File: src/rtl/blackjack_round_sequencer_if.sv
// Signal bundle between the round sequencer and its surroundings:
// the user-input debouncers, the card source and the two hand controllers.
interface blackjack_round_sequencer_if #(
   parameter int CARD_W = 4,
   parameter int SUM_W  = 5
);
   logic              i_start;
   logic              i_hit;
   logic              i_stand;
   logic              o_card_req;
   logic              i_card_valid;
   logic [CARD_W-1:0] i_card;
   logic [CARD_W-1:0] o_card;
   logic              o_player_add;
   logic              o_dealer_add;
   logic              o_hand_reset;
   logic [SUM_W-1:0]  i_player_sum;
   logic [2:0]        i_player_count;
   logic [SUM_W-1:0]  i_dealer_sum;
   logic [2:0]        i_dealer_count;
   logic              o_player_turn;
   logic [1:0]        o_result;
   logic              o_done;

   // Sequencer side.
   modport master (
      input  i_start, i_hit, i_stand, i_card_valid, i_card,
             i_player_sum, i_player_count, i_dealer_sum, i_dealer_count,
      output o_card_req, o_card, o_player_add, o_dealer_add, o_hand_reset,
             o_player_turn, o_result, o_done
   );

   // Environment side (inputs, card source, hands).
   modport slave (
      output i_start, i_hit, i_stand, i_card_valid, i_card,
             i_player_sum, i_player_count, i_dealer_sum, i_dealer_count,
      input  o_card_req, o_card, o_player_add, o_dealer_add, o_hand_reset,
             o_player_turn, o_result, o_done
   );
endinterface

File: src/rtl/blackjack_round_sequencer.sv
// Blackjack round controller: deals, runs the player and dealer turns and
// scores the round under 5-card Charlie rules.
//
// state  | meaning
// IDLE   | waiting for first start
// CLEAR  | pulse hand reset, clear result and deal counter
// FETCH  | request a card, latch it on valid
// ADD    | one-cycle add pulse to the target hand
// SETTLE | hand sum/count now current; decide what comes next
// PLAYER | waiting for hit or stand
// DEALER | dealer draws below the stand threshold, else compare
// DONE   | result held until next start
module blackjack_round_sequencer #(
   parameter int CARD_W       = 4,
   parameter int SUM_W        = 5,
   parameter int DEALER_STAND = 17,
   parameter int MAX_CARDS    = 5
) (
   input logic i_clk,
   input logic i_reset,
   blackjack_round_sequencer_if.master bus
);

   typedef enum logic [2:0] {
      IDLE, CLEAR, FETCH, ADD, SETTLE, PLAYER, DEALER, DONE
   } state_t;

   localparam logic [1:0] RES_NONE   = 2'b00;
   localparam logic [1:0] RES_PLAYER = 2'b01;
   localparam logic [1:0] RES_DEALER = 2'b10;
   localparam logic [1:0] RES_PUSH   = 2'b11;

   localparam logic [SUM_W-1:0] SUM_21    = SUM_W'(21);
   localparam logic [SUM_W-1:0] SUM_STAND = SUM_W'(DEALER_STAND);
   localparam logic [2:0]       CNT_MAX   = 3'(MAX_CARDS);

   state_t            state, state_nxt;
   logic              target, target_nxt;   // 0 = player, 1 = dealer
   logic [2:0]        deal_cnt, deal_nxt;
   logic [CARD_W-1:0] card_r, card_nxt;
   logic [1:0]        result_r, result_nxt;

   // State and datapath registers.
   always_ff @(posedge i_clk or posedge i_reset) begin
      if (i_reset) begin
         state    <= IDLE;
         target   <= 1'b0;
         deal_cnt <= '0;
         card_r   <= '0;
         result_r <= RES_NONE;
      end else begin
         state    <= state_nxt;
         target   <= target_nxt;
         deal_cnt <= deal_nxt;
         card_r   <= card_nxt;
         result_r <= result_nxt;
      end
   end

   // Next-state and datapath decisions.
   always_comb begin
      state_nxt  = state;
      target_nxt = target;
      deal_nxt   = deal_cnt;
      card_nxt   = card_r;
      result_nxt = result_r;
      case (state)
         IDLE, DONE: begin
            if (bus.i_start) state_nxt = CLEAR;
         end
         CLEAR: begin
            result_nxt = RES_NONE;
            deal_nxt   = '0;
            target_nxt = 1'b0;
            state_nxt  = FETCH;
         end
         FETCH: begin
            if (bus.i_card_valid) begin
               card_nxt  = bus.i_card;
               state_nxt = ADD;
            end
         end
         ADD: state_nxt = SETTLE;
         SETTLE: begin
            if (deal_cnt < 3'd4) begin
               // Deal alternates player/dealer on the counter LSB.
               deal_nxt = deal_cnt + 3'd1;
               if (deal_cnt == 3'd3) begin
                  state_nxt = (bus.i_player_sum == SUM_21) ? DEALER : PLAYER;
               end else begin
                  target_nxt = deal_nxt[0];
                  state_nxt  = FETCH;
               end
            end else if (!target) begin
               if (bus.i_player_sum > SUM_21) begin
                  result_nxt = RES_DEALER;
                  state_nxt  = DONE;
               end else if (bus.i_player_count == CNT_MAX) begin
                  result_nxt = RES_PLAYER;
                  state_nxt  = DONE;
               end else if (bus.i_player_sum == SUM_21) begin
                  state_nxt = DEALER;
               end else begin
                  state_nxt = PLAYER;
               end
            end else begin
               if (bus.i_dealer_sum > SUM_21) begin
                  result_nxt = RES_PLAYER;
                  state_nxt  = DONE;
               end else if (bus.i_dealer_count == CNT_MAX) begin
                  result_nxt = RES_DEALER;
                  state_nxt  = DONE;
               end else begin
                  state_nxt = DEALER;
               end
            end
         end
         PLAYER: begin
            // Stand has priority when both arrive together.
            if (bus.i_stand) begin
               state_nxt = DEALER;
            end else if (bus.i_hit) begin
               target_nxt = 1'b0;
               state_nxt  = FETCH;
            end
         end
         DEALER: begin
            if (bus.i_dealer_sum < SUM_STAND && bus.i_dealer_count < CNT_MAX) begin
               target_nxt = 1'b1;
               state_nxt  = FETCH;
            end else begin
               if (bus.i_player_sum > bus.i_dealer_sum)      result_nxt = RES_PLAYER;
               else if (bus.i_player_sum < bus.i_dealer_sum) result_nxt = RES_DEALER;
               else                                          result_nxt = RES_PUSH;
               state_nxt = DONE;
            end
         end
         default: state_nxt = IDLE;
      endcase
   end

   assign bus.o_card_req    = (state == FETCH);
   assign bus.o_player_add  = (state == ADD) && !target;
   assign bus.o_dealer_add  = (state == ADD) && target;
   assign bus.o_hand_reset  = (state == CLEAR);
   assign bus.o_player_turn = (state == PLAYER);
   assign bus.o_done        = (state == DONE);
   assign bus.o_card        = card_r;
   assign bus.o_result      = result_r;

endmodule

File: src/flat_wrapper.sv
// flat-port wrapper written by rule: the top's interface ports become plain ports
module blackjack_round_sequencer_flat 
#(
   parameter int CARD_W       = 4,
   parameter int SUM_W        = 5,
   parameter int DEALER_STAND = 17,
   parameter int MAX_CARDS    = 5
)
  (i_clk, i_reset, bus_i_start, bus_i_hit, bus_i_stand, bus_i_card_valid, bus_i_card, bus_i_player_sum, bus_i_player_count, bus_i_dealer_sum, bus_i_dealer_count, bus_o_card_req, bus_o_card, bus_o_player_add, bus_o_dealer_add, bus_o_hand_reset, bus_o_player_turn, bus_o_result, bus_o_done);
  blackjack_round_sequencer_if #(.CARD_W(CARD_W), .SUM_W(SUM_W)) bus_i ();
  input logic i_clk;
  input logic i_reset;
  input wire logic [$bits(bus_i.i_start)-1:0] bus_i_start;
  input wire logic [$bits(bus_i.i_hit)-1:0] bus_i_hit;
  input wire logic [$bits(bus_i.i_stand)-1:0] bus_i_stand;
  input wire logic [$bits(bus_i.i_card_valid)-1:0] bus_i_card_valid;
  input wire logic [$bits(bus_i.i_card)-1:0] bus_i_card;
  input wire logic [$bits(bus_i.i_player_sum)-1:0] bus_i_player_sum;
  input wire logic [$bits(bus_i.i_player_count)-1:0] bus_i_player_count;
  input wire logic [$bits(bus_i.i_dealer_sum)-1:0] bus_i_dealer_sum;
  input wire logic [$bits(bus_i.i_dealer_count)-1:0] bus_i_dealer_count;
  output wire logic [$bits(bus_i.o_card_req)-1:0] bus_o_card_req;
  output wire logic [$bits(bus_i.o_card)-1:0] bus_o_card;
  output wire logic [$bits(bus_i.o_player_add)-1:0] bus_o_player_add;
  output wire logic [$bits(bus_i.o_dealer_add)-1:0] bus_o_dealer_add;
  output wire logic [$bits(bus_i.o_hand_reset)-1:0] bus_o_hand_reset;
  output wire logic [$bits(bus_i.o_player_turn)-1:0] bus_o_player_turn;
  output wire logic [$bits(bus_i.o_result)-1:0] bus_o_result;
  output wire logic [$bits(bus_i.o_done)-1:0] bus_o_done;
  assign bus_i.i_start = bus_i_start;
  assign bus_i.i_hit = bus_i_hit;
  assign bus_i.i_stand = bus_i_stand;
  assign bus_i.i_card_valid = bus_i_card_valid;
  assign bus_i.i_card = bus_i_card;
  assign bus_i.i_player_sum = bus_i_player_sum;
  assign bus_i.i_player_count = bus_i_player_count;
  assign bus_i.i_dealer_sum = bus_i_dealer_sum;
  assign bus_i.i_dealer_count = bus_i_dealer_count;
  assign bus_o_card_req = bus_i.o_card_req;
  assign bus_o_card = bus_i.o_card;
  assign bus_o_player_add = bus_i.o_player_add;
  assign bus_o_dealer_add = bus_i.o_dealer_add;
  assign bus_o_hand_reset = bus_i.o_hand_reset;
  assign bus_o_player_turn = bus_i.o_player_turn;
  assign bus_o_result = bus_i.o_result;
  assign bus_o_done = bus_i.o_done;
  blackjack_round_sequencer #(.CARD_W(CARD_W), .SUM_W(SUM_W), .DEALER_STAND(DEALER_STAND), .MAX_CARDS(MAX_CARDS)) u_core (.i_clk(i_clk), .i_reset(i_reset), .bus(bus_i));
endmodule
File: config.mk
export PLATFORM = sky130hd
export DESIGN_NAME = blackjack_round_sequencer_flat
export DESIGN_NICKNAME = d
export VERILOG_FILES = /design/src/rtl/blackjack_round_sequencer_if.sv /design/src/rtl/blackjack_round_sequencer.sv /design/src/flat_wrapper.sv
export SDC_FILE = /design/constraint.sdc
export NUM_CORES = 1
export LEC_CHECK = 0
export ABC_AREA = 1
export CAP_MARGIN = 20
export CORE_MARGIN = 10
export CORE_UTILIZATION = 23
export DETAILED_ROUTE_END_ITERATION = 10
export PLACE_DENSITY_LB_ADDON = 0.15
export SYNTH_ARGS = -nofsm -noshare
export SYNTH_HDL_FRONTEND = slang
export SYNTH_SLANG_ARGS = --single-unit
File: constraint.sdc
create_clock -name i_clk -period 2.1 [get_ports i_clk]
set_input_delay 0.63 -clock i_clk [delete_from_list [all_inputs] [get_ports i_clk]]
set_output_delay 0.63 -clock i_clk [all_outputs]
set_load 0.03 [all_outputs]
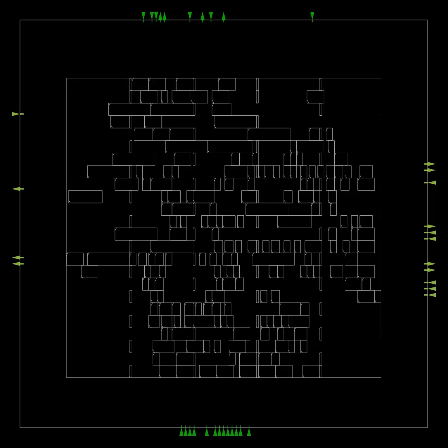
(images/final_placement.png)
fin cells: 256
Fill cells: 494

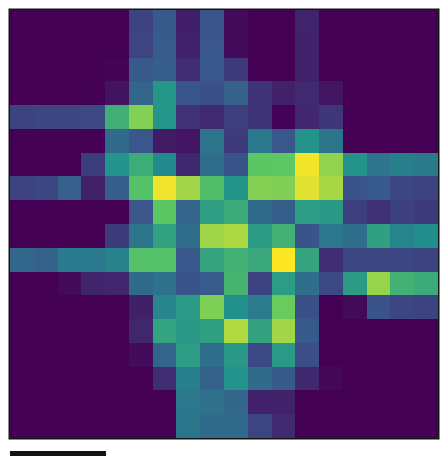
(images/wire_density.png)
Bar = 20 µm. The die is cut into 18 by 18 equal tiles; dark purple is low, yellow is high, scaled to the fullest tile. Values are wire area over tile area, all layers added.
41% of the tiles are nearly empty. The emptiest ninth of the die: lower left. The densest ninth of the die: center. The fullest tile reaches 0.28. 18% of the tiles are over half the peak. The mean over all tiles is 0.062.

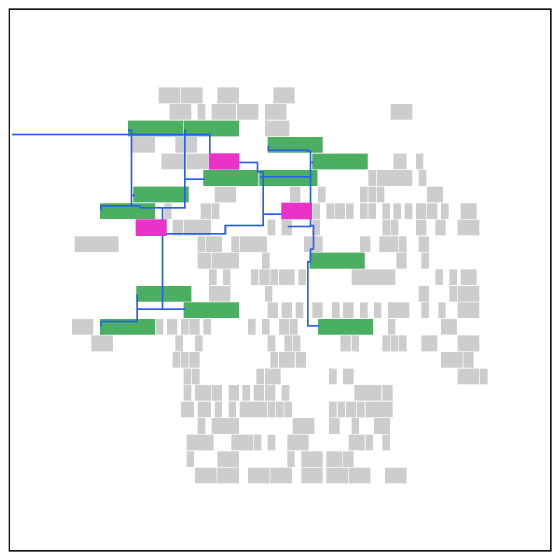
(images/clock_map.png)
Blue marks clock wires, length 211 µm. Magenta marks cells driving clock nets, count 3. Green marks flip-flops, count 13.
There are 4 routed clock nets.

==> metrics.yaml <==
max_cap_violations: 0
path_buffers: 3
clk_latency_ns: 0.25
p_total_mw: 1.85
outcome: "finished clean"
holdPathStages: 1
met3_length_um: 279
fin_tns_setup_ns: 0
clock_power_mw: 0.225
final_nets: 239
synthAoiAreaFrac: 0.0873
die_w_um: 88.8
final_core_utilization: 0.359
pwr-share-seq: 0.261
synthTopCellsByCount: "nand2_1, inv_1, nor2_1"
rsz0062_at_grt: "false"
cts_root_buf: "clkbuf_8"
ys_async_sr_fraction: 1.00
power_density_nw_per_um2: 1150
ys_cells: 158
setup-violations-final: 0
place_inst: 252
via_count: 1115
place_ws_ns: -0.118
min_to: "u_core.bus.o_card[3]"
switching_share: 0.470
synth.cellmix.simpleShare: 0.369
seqCellArea_um2: 327
yosysSeqAreaShare: 0.299
drt-met1-wl_mm: 1.47
comb_share: 0.405
xor_share: 0
cp_cell_sequence: "inv_2 -> nand3_1 -> inv_1 -> buf_12"
grt_pass1_wl_mm: 5.17
power_combinational_mw: 1.14
max_freq_ghz: 0.517
use_met1: 0.104
reg2reg_slack_ns: 0.52
setup_ws_ns: 0.167
clockNetworkAreaShare: 0.0288
seq-power_mw: 0.483
Power is estimated from default activity; no workload was simulated.
